===== src/rtl/mux_escritura_registros.sv =====
// -----------------------------------------------------------------------------
// mux_escritura_registros
//
// Register-file write-source multiplexer with a two-stage registered output
// (output register OUT + skid register SKID). One source word is captured per
// accept event and presented to the register file with valid/ready flow control.
//
// Handshake semantics (both sides):
//   A word moves across an interface on a rising edge where valid && ready.
//   Upstream:   i_Valido (valid) / o_Listo (ready). o_Listo is a pure decode of
//               registered state, never combinationally dependent on i_Listo.
//   Downstream: o_Valido (valid) / i_Listo (ready). While o_Valido=1 and
//               i_Listo=0, o_Datos/o_Error hold steady.
//
// Ports:
//   i_Clk        clock, all state on rising edge
//   i_Reset      asynchronous active-high reset
//   i_Selector   source index (SEL_W bits)
//   i_Entradas   packed sources, source k at [k*WIDTH +: WIDTH]
//                (0 resultado, 1 direccionamiento inmediato, 2 bus de datos,
//                 3 senal a stack)
//   i_Valido     upstream offers selector + sources this cycle
//   o_Listo      block can accept a word (NOT skid-valid)
//   o_Datos      selected, registered data
//   o_Error      o_Datos came from an out-of-range selector (data forced to 0)
//   o_Valido     o_Datos/o_Error hold a valid word
//   i_Listo      downstream accepts this cycle
//   estado       debug view of the state: {skid_valid, out_valid}
// -----------------------------------------------------------------------------
module mux_escritura_registros #(
    parameter  int WIDTH      = 8,
    parameter  int N_ENTRADAS = 4,
    localparam int SEL_W      = (N_ENTRADAS > 1) ? $clog2(N_ENTRADAS) : 1
) (
    input  logic                          i_Clk,
    input  logic                          i_Reset,
    input  logic [SEL_W-1:0]              i_Selector,
    input  logic [N_ENTRADAS*WIDTH-1:0]   i_Entradas,
    input  logic                          i_Valido,
    output logic                          o_Listo,
    output logic [WIDTH-1:0]              o_Datos,
    output logic                          o_Error,
    output logic                          o_Valido,
    input  logic                          i_Listo,
    output logic [1:0]                    estado
);

    // State encoding is literally {skid_valid, out_valid}, so the valid bits
    // and the debug output fall straight out of the state register.
    typedef enum logic [1:0] {
        EMPTY = 2'b00,
        UNO   = 2'b01,
        LLENO = 2'b11
    } estado_t;

    estado_t            estado_q, estado_d;
    logic [WIDTH-1:0]   out_datos_q, out_datos_d;
    logic               out_error_q, out_error_d;
    logic [WIDTH-1:0]   skid_datos_q, skid_datos_d;
    logic               skid_error_q, skid_error_d;

    logic [WIDTH-1:0]   palabra_datos;
    logic               palabra_error;
    logic               accept;
    logic               drain;

    // Source selection. Searching over the legal indices (instead of a
    // variable part-select) keeps an out-of-range selector from ever
    // addressing past the packed vector; no match means error with data 0.
    always_comb begin
        palabra_datos = '0;
        palabra_error = 1'b1;
        for (int k = 0; k < N_ENTRADAS; k++) begin
            if (i_Selector == SEL_W'(k)) begin
                palabra_datos = i_Entradas[k*WIDTH +: WIDTH];
                palabra_error = 1'b0;
            end
        end
    end

    assign accept = i_Valido && o_Listo;
    assign drain  = o_Valido && i_Listo;

    // State register (with the data it qualifies).
    always_ff @(posedge i_Clk or posedge i_Reset) begin
        if (i_Reset) begin
            estado_q     <= EMPTY;
            out_datos_q  <= '0;
            out_error_q  <= 1'b0;
            skid_datos_q <= '0;
            skid_error_q <= 1'b0;
        end else begin
            estado_q     <= estado_d;
            out_datos_q  <= out_datos_d;
            out_error_q  <= out_error_d;
            skid_datos_q <= skid_datos_d;
            skid_error_q <= skid_error_d;
        end
    end

    // Next-state and next-data logic.
    always_comb begin
        estado_d     = estado_q;
        out_datos_d  = out_datos_q;
        out_error_d  = out_error_q;
        skid_datos_d = skid_datos_q;
        skid_error_d = skid_error_q;
        case (estado_q)
            EMPTY: begin
                if (accept) begin
                    estado_d    = UNO;
                    out_datos_d = palabra_datos;
                    out_error_d = palabra_error;
                end
            end
            UNO: begin
                if (accept && drain) begin
                    // Replace OUT in place: full throughput, no bubble.
                    out_datos_d = palabra_datos;
                    out_error_d = palabra_error;
                end else if (accept) begin
                    // OUT is stalled, park the new word in SKID.
                    estado_d     = LLENO;
                    skid_datos_d = palabra_datos;
                    skid_error_d = palabra_error;
                end else if (drain) begin
                    estado_d = EMPTY;
                end
            end
            LLENO: begin
                // o_Listo is 0 here, so no accept can happen.
                if (drain) begin
                    estado_d    = UNO;
                    out_datos_d = skid_datos_q;
                    out_error_d = skid_error_q;
                end
            end
            default: begin
                estado_d = EMPTY;
            end
        endcase
    end

    // Outputs: pure decode of registered state.
    always_comb begin
        o_Valido = estado_q[0];
        o_Listo  = ~estado_q[1];
        o_Datos  = out_datos_q;
        o_Error  = out_error_q;
        estado   = estado_q;
    end

endmodule


===== config.mk =====
export PLATFORM = sky130hd
export DESIGN_NAME = mux_escritura_registros
export DESIGN_NICKNAME = d
export VERILOG_FILES = /design/src/rtl/mux_escritura_registros.sv
export SDC_FILE = /design/constraint.sdc
export NUM_CORES = 1
export LEC_CHECK = 0
export CAP_MARGIN = 20
export CELL_PAD_IN_SITES_DETAIL_PLACEMENT = 0
export CELL_PAD_IN_SITES_GLOBAL_PLACEMENT = 2
export CORE_AREA = 2 2 73 75
export DETAILED_ROUTE_END_ITERATION = 8
export DIE_AREA = 0 0 75 77
export GPL_TIMING_DRIVEN = 0
export PLACE_DENSITY = 0.95
export SLEW_MARGIN = 25
export SYNTH_ARGS = -nofsm -noshare
export SYNTH_HDL_FRONTEND = slang
export SYNTH_SLANG_ARGS = --single-unit

===== constraint.sdc =====
create_clock -name i_Clk -period 2.85 [get_ports i_Clk]
set_clock_uncertainty 0.15 [all_clocks]
set_input_delay 0.57 -clock i_Clk [delete_from_list [all_inputs] [get_ports i_Clk]]
set_output_delay 0.57 -clock i_Clk [all_outputs]
set_load 0.005 [all_outputs]

==> images/power_grid.png <==
Bar = 20 microns. Pins as bars on the die edge.
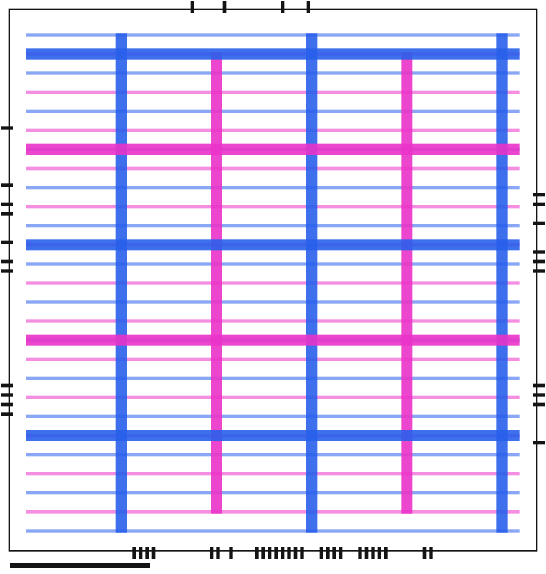
blue -> VSS
magenta -> VDD
signal pins = 51
met5 straps = 5
met4 straps = 5
rows = 26
met1 rails = 27

==> images/placement_by_type.png <==
Bar = 20 microns.
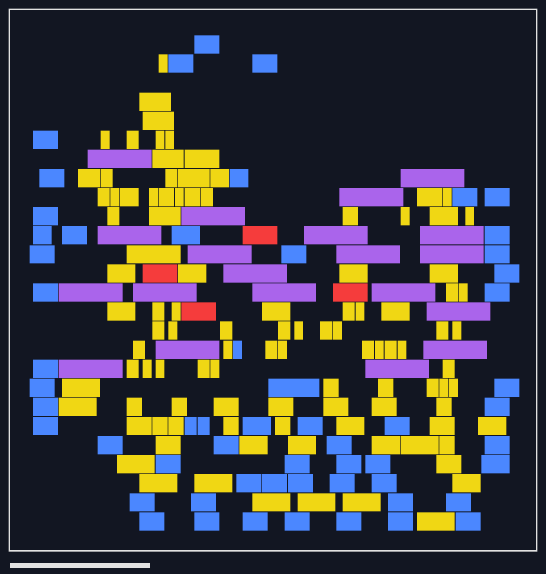
blue -> other buffers and delay cells  # cells 57, share of their area 29%
purple -> flops  # cells 20, share of their area 26%
yellow -> combinational and other logic  # cells 104, share of their area 42%
red -> clock drivers and dummy loads  # cells 4, share of their area 2.9%

==> metrics.log <==
[report] extracting results
[metrics] MUX area fraction: 0.286
[metrics] highest cell delay on the worst timing path: 0.52 ns
[metrics] DR vias/cell: 4.44
[metrics] number of distinct library cells after synthesis: 26
[metrics] status: finished, final reports clean
[metrics] Hold Path Stages: 2
[metrics] top contributor to total power: combinational cells
[metrics] violation count after the first detailed-routing iteration: 43
[metrics] Init Core Util: 0.280
[metrics] fraction of the mapped netlist area in adder cells: 0.0450
[metrics] main logic family after synthesis: multiplexers
[metrics] post-cts repair resize count: 0
[metrics] count of final hold-check violations: 0
[metrics] row count: 26
[metrics] post-route worst hold slack: 0.335 ns
[metrics] library cell contributing the largest single delay on the critical path: sky130_fd_sc_hd__clkdlybuf4s50_1
[metrics] Post-synth EDFFs: 0
[metrics] worst vdd rail ir drop: 0.000512 V
[metrics] router iterations before antenna repair: 4
[metrics] Yosys warning total: 0
[metrics] share of final-layout standard cells stronger than drive strength 1: 0.205
[metrics] Crit path required time: 2.13 ns
[metrics] area share of the largest cell type after synthesis: 0.360
[metrics] overall power: 1530 uW
[metrics] aggregate global-route resource usage: 0.113
[metrics] clock insertion delay at the later pin of the skew report: 0.26 ns
[metrics] type of the worst setup path: reg -> out
[metrics] yosys-reported design area after synthesis: 1390 sq um
[metrics] most frequent cells in the layout: sky130_fd_sc_hd__clkdlybuf4s50_1, sky130_fd_sc_hd__dfrtp_1, sky130_fd_sc_hd__inv_1, sky130_fd_sc_hd__mux2_2, sky130_fd_sc_hd__nand2_1
[metrics] Hold WC Path Type: reg -> reg
[metrics] worst slew margin relative to its limit: 0.487
[metrics] Worst setup startpoint: estado[1]
layer usage:
layer	wire length, microns	share of wire	track usage
met1	1330	0.43	0.139
met4	0	0	0.0107
met5	0	0	0
met3	148	0.048	0.0315
met2	1630	0.52	0.200
sequential cells by signal, indices dropped and copies added (netlist names):
name	cells
estado	2
o_Datos	8
o_Error	1
skid_datos_q	8
skid_error_q	1
final cells by class:
type / count / area (sq um) / share of cell area
flip-flops and latches: 20 / 500 / 0.248
inverters: 14 / 52.6 / 0.0261
repair buffers: 48 / 480 / 0.239
plain buffers: 9 / 82.6 / 0.0410
well taps: 70 / 87.6 / 0.0435
multi-input cells: 90 / 756 / 0.375
clock buffers: 4 / 55.1 / 0.0273
Power figures rest on the tool's default switching activity, not on a simulated workload.
